`src/rtl/mux_sel_arbiter_if.sv`:
```
// Request/grant bundle between the mux_sel_arbiter, its requesters and the mux8 select input.
interface mux_sel_arbiter_if #(
   parameter int unsigned N    = 8,
   parameter int unsigned SELW = 3
);
   logic [N-1:0]    req;
   logic            done;
   logic [SELW-1:0] sel;
   logic            sel_valid;
   logic [N-1:0]    grant;
   logic            timeout;

   modport master (input req, done, output sel, sel_valid, grant, timeout);
   modport slave  (output req, done, input sel, sel_valid, grant, timeout);
endinterface

```
`src/rtl/mux_sel_arbiter.sv`:
```
// Round-robin arbiter driving the binary select and valid flag of a downstream 8:1 mux.
// Optional forced release after MAX_HOLD cycles: define MUX_SEL_ARB_TIMEOUT_EN.
module mux_sel_arbiter #(
   parameter int unsigned N        = 8,
   parameter int unsigned SELW     = 3,
   parameter int unsigned MAX_HOLD = 16
) (
   input  logic               clk,
   input  logic               rst,
   mux_sel_arbiter_if.master  bus
);
   localparam int unsigned CNTW = (MAX_HOLD > 1) ? $clog2(MAX_HOLD) : 1;

   if (SELW != $clog2(N)) begin : g_bad_selw
      $error("SELW must equal clog2(N)");
   end
   if (MAX_HOLD < 2) begin : g_bad_hold
      $error("MAX_HOLD must be at least 2");
   end

   typedef enum logic [0:0] {IDLE, BUSY} state_t;

   state_t          state_q, state_d;
   logic [SELW-1:0] sel_q, sel_d;
   logic            valid_q, valid_d;
   logic [N-1:0]    grant_q, grant_d;
   logic [SELW-1:0] last_q, last_d;
   logic            win_found;
   logic [SELW-1:0] win_idx;
   logic [SELW-1:0] cand;
   logic            user_rel;
   logic            force_rel;

`ifdef MUX_SEL_ARB_TIMEOUT_EN
   logic [CNTW-1:0] cnt_q, cnt_d;
   logic            timeout_q, timeout_d;
`endif

   // Rotating-priority search starting just after the last winner
   always_comb begin
      win_found = 1'b0;
      win_idx   = '0;
      cand      = '0;
      for (int unsigned i = 1; i <= N; i++) begin
         cand = SELW'((32'(last_q) + i) % N);
         if (!win_found && bus.req[cand]) begin
            win_found = 1'b1;
            win_idx   = cand;
         end
      end
   end

   // Next-state and output decode
   always_comb begin
      state_d   = state_q;
      sel_d     = sel_q;
      valid_d   = valid_q;
      grant_d   = grant_q;
      last_d    = last_q;
      user_rel  = 1'b0;
      force_rel = 1'b0;
`ifdef MUX_SEL_ARB_TIMEOUT_EN
      cnt_d     = cnt_q;
      timeout_d = 1'b0;
`endif
      case (state_q)
         IDLE: begin
            if (win_found) begin
               state_d = BUSY;
               sel_d   = win_idx;
               valid_d = 1'b1;
               grant_d = N'(1) << win_idx;
               last_d  = win_idx;
`ifdef MUX_SEL_ARB_TIMEOUT_EN
               cnt_d   = '0;
`endif
            end
         end
         BUSY: begin
            user_rel = bus.done || !bus.req[sel_q];
`ifdef MUX_SEL_ARB_TIMEOUT_EN
            force_rel = !user_rel && (cnt_q == CNTW'(MAX_HOLD - 1));
`endif
            if (user_rel || force_rel) begin
`ifdef MUX_SEL_ARB_TIMEOUT_EN
               timeout_d = force_rel;
               cnt_d     = '0;
`endif
               // Released channel sits at lowest priority since last == sel
               if (win_found) begin
                  sel_d   = win_idx;
                  grant_d = N'(1) << win_idx;
                  last_d  = win_idx;
               end else begin
                  state_d = IDLE;
                  valid_d = 1'b0;
                  grant_d = '0;
               end
            end else begin
`ifdef MUX_SEL_ARB_TIMEOUT_EN
               cnt_d = cnt_q + CNTW'(1);
`endif
            end
         end
         default: begin
            state_d = IDLE;
            valid_d = 1'b0;
            grant_d = '0;
         end
      endcase
   end

   always_ff @(posedge clk or posedge rst) begin
      if (rst) begin
         state_q <= IDLE;
         sel_q   <= '0;
         valid_q <= 1'b0;
         grant_q <= '0;
         last_q  <= SELW'(N - 1);
      end else begin
         state_q <= state_d;
         sel_q   <= sel_d;
         valid_q <= valid_d;
         grant_q <= grant_d;
         last_q  <= last_d;
      end
   end

`ifdef MUX_SEL_ARB_TIMEOUT_EN
   always_ff @(posedge clk or posedge rst) begin
      if (rst) begin
         cnt_q     <= '0;
         timeout_q <= 1'b0;
      end else begin
         cnt_q     <= cnt_d;
         timeout_q <= timeout_d;
      end
   end
   assign bus.timeout = timeout_q;
`else
   assign bus.timeout = 1'b0;
`endif

   assign bus.sel       = sel_q;
   assign bus.sel_valid = valid_q;
   assign bus.grant     = grant_q;
endmodule

```
`src/flat_wrapper.sv`:
```
// flat-port wrapper written by rule: the top's interface ports become plain ports
module mux_sel_arbiter_flat 
#(
   parameter int unsigned N        = 8,
   parameter int unsigned SELW     = 3,
   parameter int unsigned MAX_HOLD = 16
)
  (clk, rst, bus_req, bus_done, bus_sel, bus_sel_valid, bus_grant, bus_timeout);
  mux_sel_arbiter_if #(.N(N), .SELW(SELW)) bus_i ();
  input  logic clk;
  input  logic rst;
  input wire logic [$bits(bus_i.req)-1:0] bus_req;
  input wire logic [$bits(bus_i.done)-1:0] bus_done;
  output wire logic [$bits(bus_i.sel)-1:0] bus_sel;
  output wire logic [$bits(bus_i.sel_valid)-1:0] bus_sel_valid;
  output wire logic [$bits(bus_i.grant)-1:0] bus_grant;
  output wire logic [$bits(bus_i.timeout)-1:0] bus_timeout;
  assign bus_i.req = bus_req;
  assign bus_i.done = bus_done;
  assign bus_sel = bus_i.sel;
  assign bus_sel_valid = bus_i.sel_valid;
  assign bus_grant = bus_i.grant;
  assign bus_timeout = bus_i.timeout;
  mux_sel_arbiter #(.N(N), .SELW(SELW), .MAX_HOLD(MAX_HOLD)) u_core (.clk(clk), .rst(rst), .bus(bus_i));
endmodule
```
`config.mk`:
```
export PLATFORM = sky130hd
export DESIGN_NAME = mux_sel_arbiter_flat
export DESIGN_NICKNAME = d
export VERILOG_FILES = /design/src/rtl/mux_sel_arbiter_if.sv /design/src/rtl/mux_sel_arbiter.sv /design/src/flat_wrapper.sv
export SDC_FILE = /design/constraint.sdc
export NUM_CORES = 1
export LEC_CHECK = 0
export CORE_MARGIN = 2
export CORE_UTILIZATION = 60
export DETAILED_ROUTE_END_ITERATION = 10
export GPL_TIMING_DRIVEN = 0
export PLACE_DENSITY = 0.95
export SLEW_MARGIN = 20
export SYNTH_ARGS = -nofsm -noshare
export SYNTH_HDL_FRONTEND = slang
export SYNTH_SLANG_ARGS = --single-unit
```
`constraint.sdc`:
```
create_clock -name clk -period 8.85 [get_ports clk]
set_clock_uncertainty 0.05 [all_clocks]
set_input_delay 1.77 -clock clk [delete_from_list [all_inputs] [get_ports clk]]
set_output_delay 1.77 -clock clk [all_outputs]
set_load 0.05 [all_outputs]
```
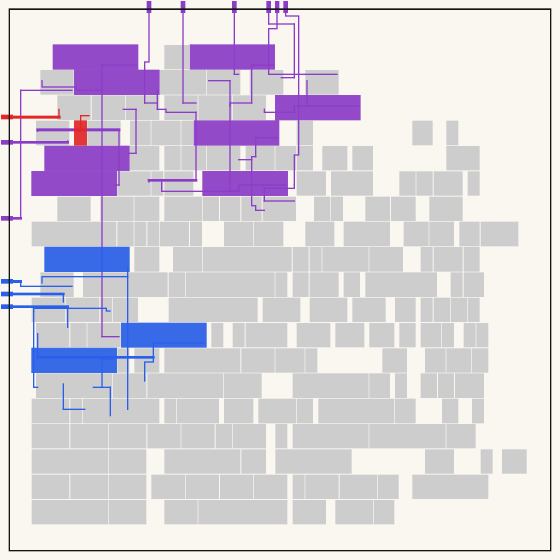
**Above:** port wiring.
| port | colour | direction | end cells | buffers | wire |
|---|---|---|---|---|---|
| rst | red | input | 1 | 1 | 8.40 um |
| bus_sel | blue | output | 3 | 3 | 103 um |
| bus_grant | purple | output | 8 | 8 | 261 um |

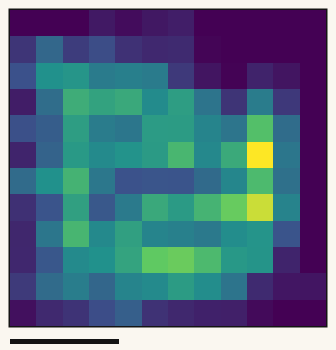
**Above:** routed metal per tile.
Bar = 20 um. The die is cut into 12 by 12 equal tiles; dark purple is low, yellow is high, scaled to the fullest tile. Values are wire area over tile area, all layers added.
mean over tiles: 0.23
fullest tile: 0.75
emptiest ninth of the die: upper right
tiles over half the peak: 24%

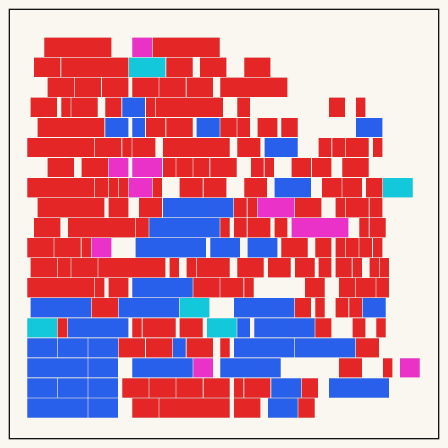
**Above:** sizing map.
| size | colour | cells | share |
|---|---|---|---|
| x1 and smaller | red | 144 | 73% |
| x3 and x4 | magenta | 9 | 4.6% |
| x2 | blue | 38 | 19% |
| x6 and larger | cyan | 5 | 2.6% |
Design Area, Final: 2050 um^2
Non-Clock Buffer Count: 32
Area Overhead vs Synth: 16.8%
setup ws final: 4.33 ns

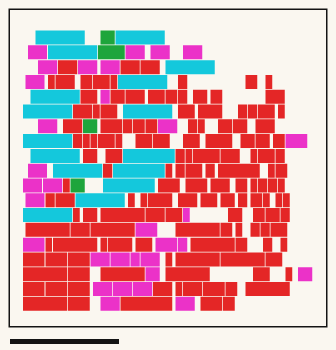
**Above:** placed cells, one colour a class.
Bar = 20 um.
| class | colour | cells |
|---|---|---|
| clock drivers and dummy loads | green | 4 |
| remaining logic cells | red | 144 |
| sequential cells | cyan | 16 |
| remaining buffers and delay cells | magenta | 32 |
Final Util: 74.4%
Core ar.: 2760 um^2
site row count: 19

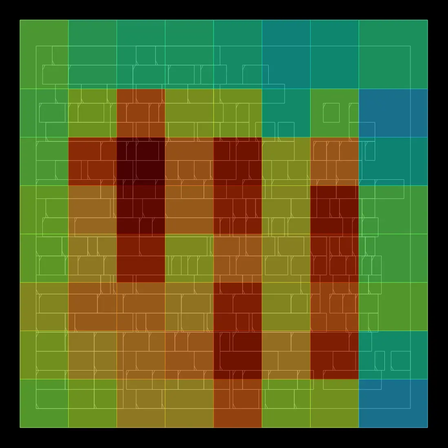
**Above:** congestion heat map.
met2 usage in global routing: 48.4%
gr usage total: 31.1%
Most Crowded Layer GR: met2
met3 Usage GRT: 5.13%
met1 usage: 43.3%

==> impl_metrics.env <==
# yosys + openroad results
export IMPL_outcome="finished, final reports clean"
export IMPL_hold_violations=0
export IMPL_avgSynthCellArea_um2=10.3
export IMPL_period_used_pct=51.0
export IMPL_logic_area_um2=1240
export IMPL_fp_nets=183
export IMPL_edf_count=0
export IMPL_io_buffer_count=22
export IMPL_drive_gt1_share_pct=26.5
export IMPL_wire_per_inst_um=20.8
export IMPL_cts_setup_buffers=0
export IMPL_path_cells="clkdlybuf4s50_1 > mux4_1 > a21oi_2 > nand3_1 > a21boi_0 > a2111oi_0 > a21o_1 > o41ai_1"
export IMPL_drv_slew=0
export IMPL_yosysTopAreaCell="dfrtp_1"
export IMPL_startpoint_type="primary input"
export IMPL_fillCellCount=184
export IMPL_dp_hpwl_um=3640
export IMPL_viasPerCell=7.22
export IMPL_ios=24
export IMPL_cts_resized=0
export IMPL_path_clk_slew_ns=0.09
export IMPL_yosys_area_um2=1760
export IMPL_hold_buffers=0
export IMPL_crit_type="in2reg"
export IMPL_placed_cell_area_um2=2020
export IMPL_antenna_cells=0
export IMPL_tns_ns=0
export IMPL_htreeDepth=1
export IMPL_drt_pass1_iter_count=5
export IMPL_rsz0062_at_grt="false"
export IMPL_reg2reg_slack_ns=4.99
export IMPL_seqCellArea_um2=404
export IMPL_clk_path_buf_depth=2
export IMPL_r2r_end="u_core.bus.grant[5]"
export IMPL_max_slew_margin_rel_pct=55.3
export IMPL_die_w_um=58.1
export IMPL_synth_top_cell_area_share_pct=18.5
export IMPL_pre_cts_ws_ns=4.02
export IMPL_synth_distinct_cells=61
==> kinds of logic after synthesis <==
kind of cell | share of synthesized area [%]
AOI/OAI and AO/OA | 22.2
xor gates and xnor gates | 1.99
adders and majority gates | 1.99
buffers and inverters | 6.62
DFF | 23.0
muxes | 30.1
other | 0.213
and+or+nand+nor | 13.9
==> state kept, by name (all words and copies together) (netlist names) <==
register / flops
u_core.last_q: 3
u_core.state_q: 1
u_core.bus.sel_valid: 1
u_core.bus.sel: 3
u_core.bus.grant: 8
==> metrics by stage <==
stage / util [%] / instances
final: 74.4 / 227
after floorplan: - / 170
after global placement: 73.1 / 223
after global routing: 74.4 / 227
after detailed placement: 73.1 / 223
after CTS: 74.4 / 227
==> routing by layer <==
layer  part of all wire, %  wire length (um)  global-route usage (%)  vias up
li1                      -                 -                       -      719
met1                    39              1840                    43.3      807
met2                    50              2350                    48.4       95
met3                   8.3               392                    5.13       17
met4                   2.8               131                    13.3        0
met5                     0                 0                       0        -
==> worst max path at each step <==
| stage | from | endpoint | cells after the start |
|---|---|---|---|
| CTS | bus_req[6] | u_core.bus.grant[1] | 8 |
| global placement | bus_req[5] | u_core.bus.grant[1] | 8 |
| finish | bus_req[5] | u_core.bus.grant[1] | 8 |
| detailed placement | bus_req[6] | u_core.bus.grant[1] | 8 |
| global route | bus_req[6] | u_core.bus.grant[1] | 8 |
| floorplan | bus_req[6] | u_core.bus.grant[0] | 8 |
==> area by class of cell <==
type                       instances  share of cell area, %
multi-input combinational        134                   60.2
sequential                        16                   19.7
timing repair buffer              22                   10.7
buffer                            10                   3.84
tap                               31                   1.89
inverter                          10                   1.83
clock buffer                       4                   1.77
==> layout by cell type, fill, tap and decap left out, drive strengths merged, types with 7 or more instances in the layout <==
| cell | netlist | layout |
|---|---|---|
| clkdlybuf4s50 | 0 | 22 |
| a32o | 7 | 7 |
| nand2 | 14 | 14 |
| inv | 9 | 9 |
| o21ai | 11 | 11 |
| mux2 | 12 | 12 |
| a21oi | 8 | 8 |
| mux2i | 7 | 7 |
| mux4 | 14 | 14 |
| buf | 9 | 9 |
| dfrtp | 13 | 13 |
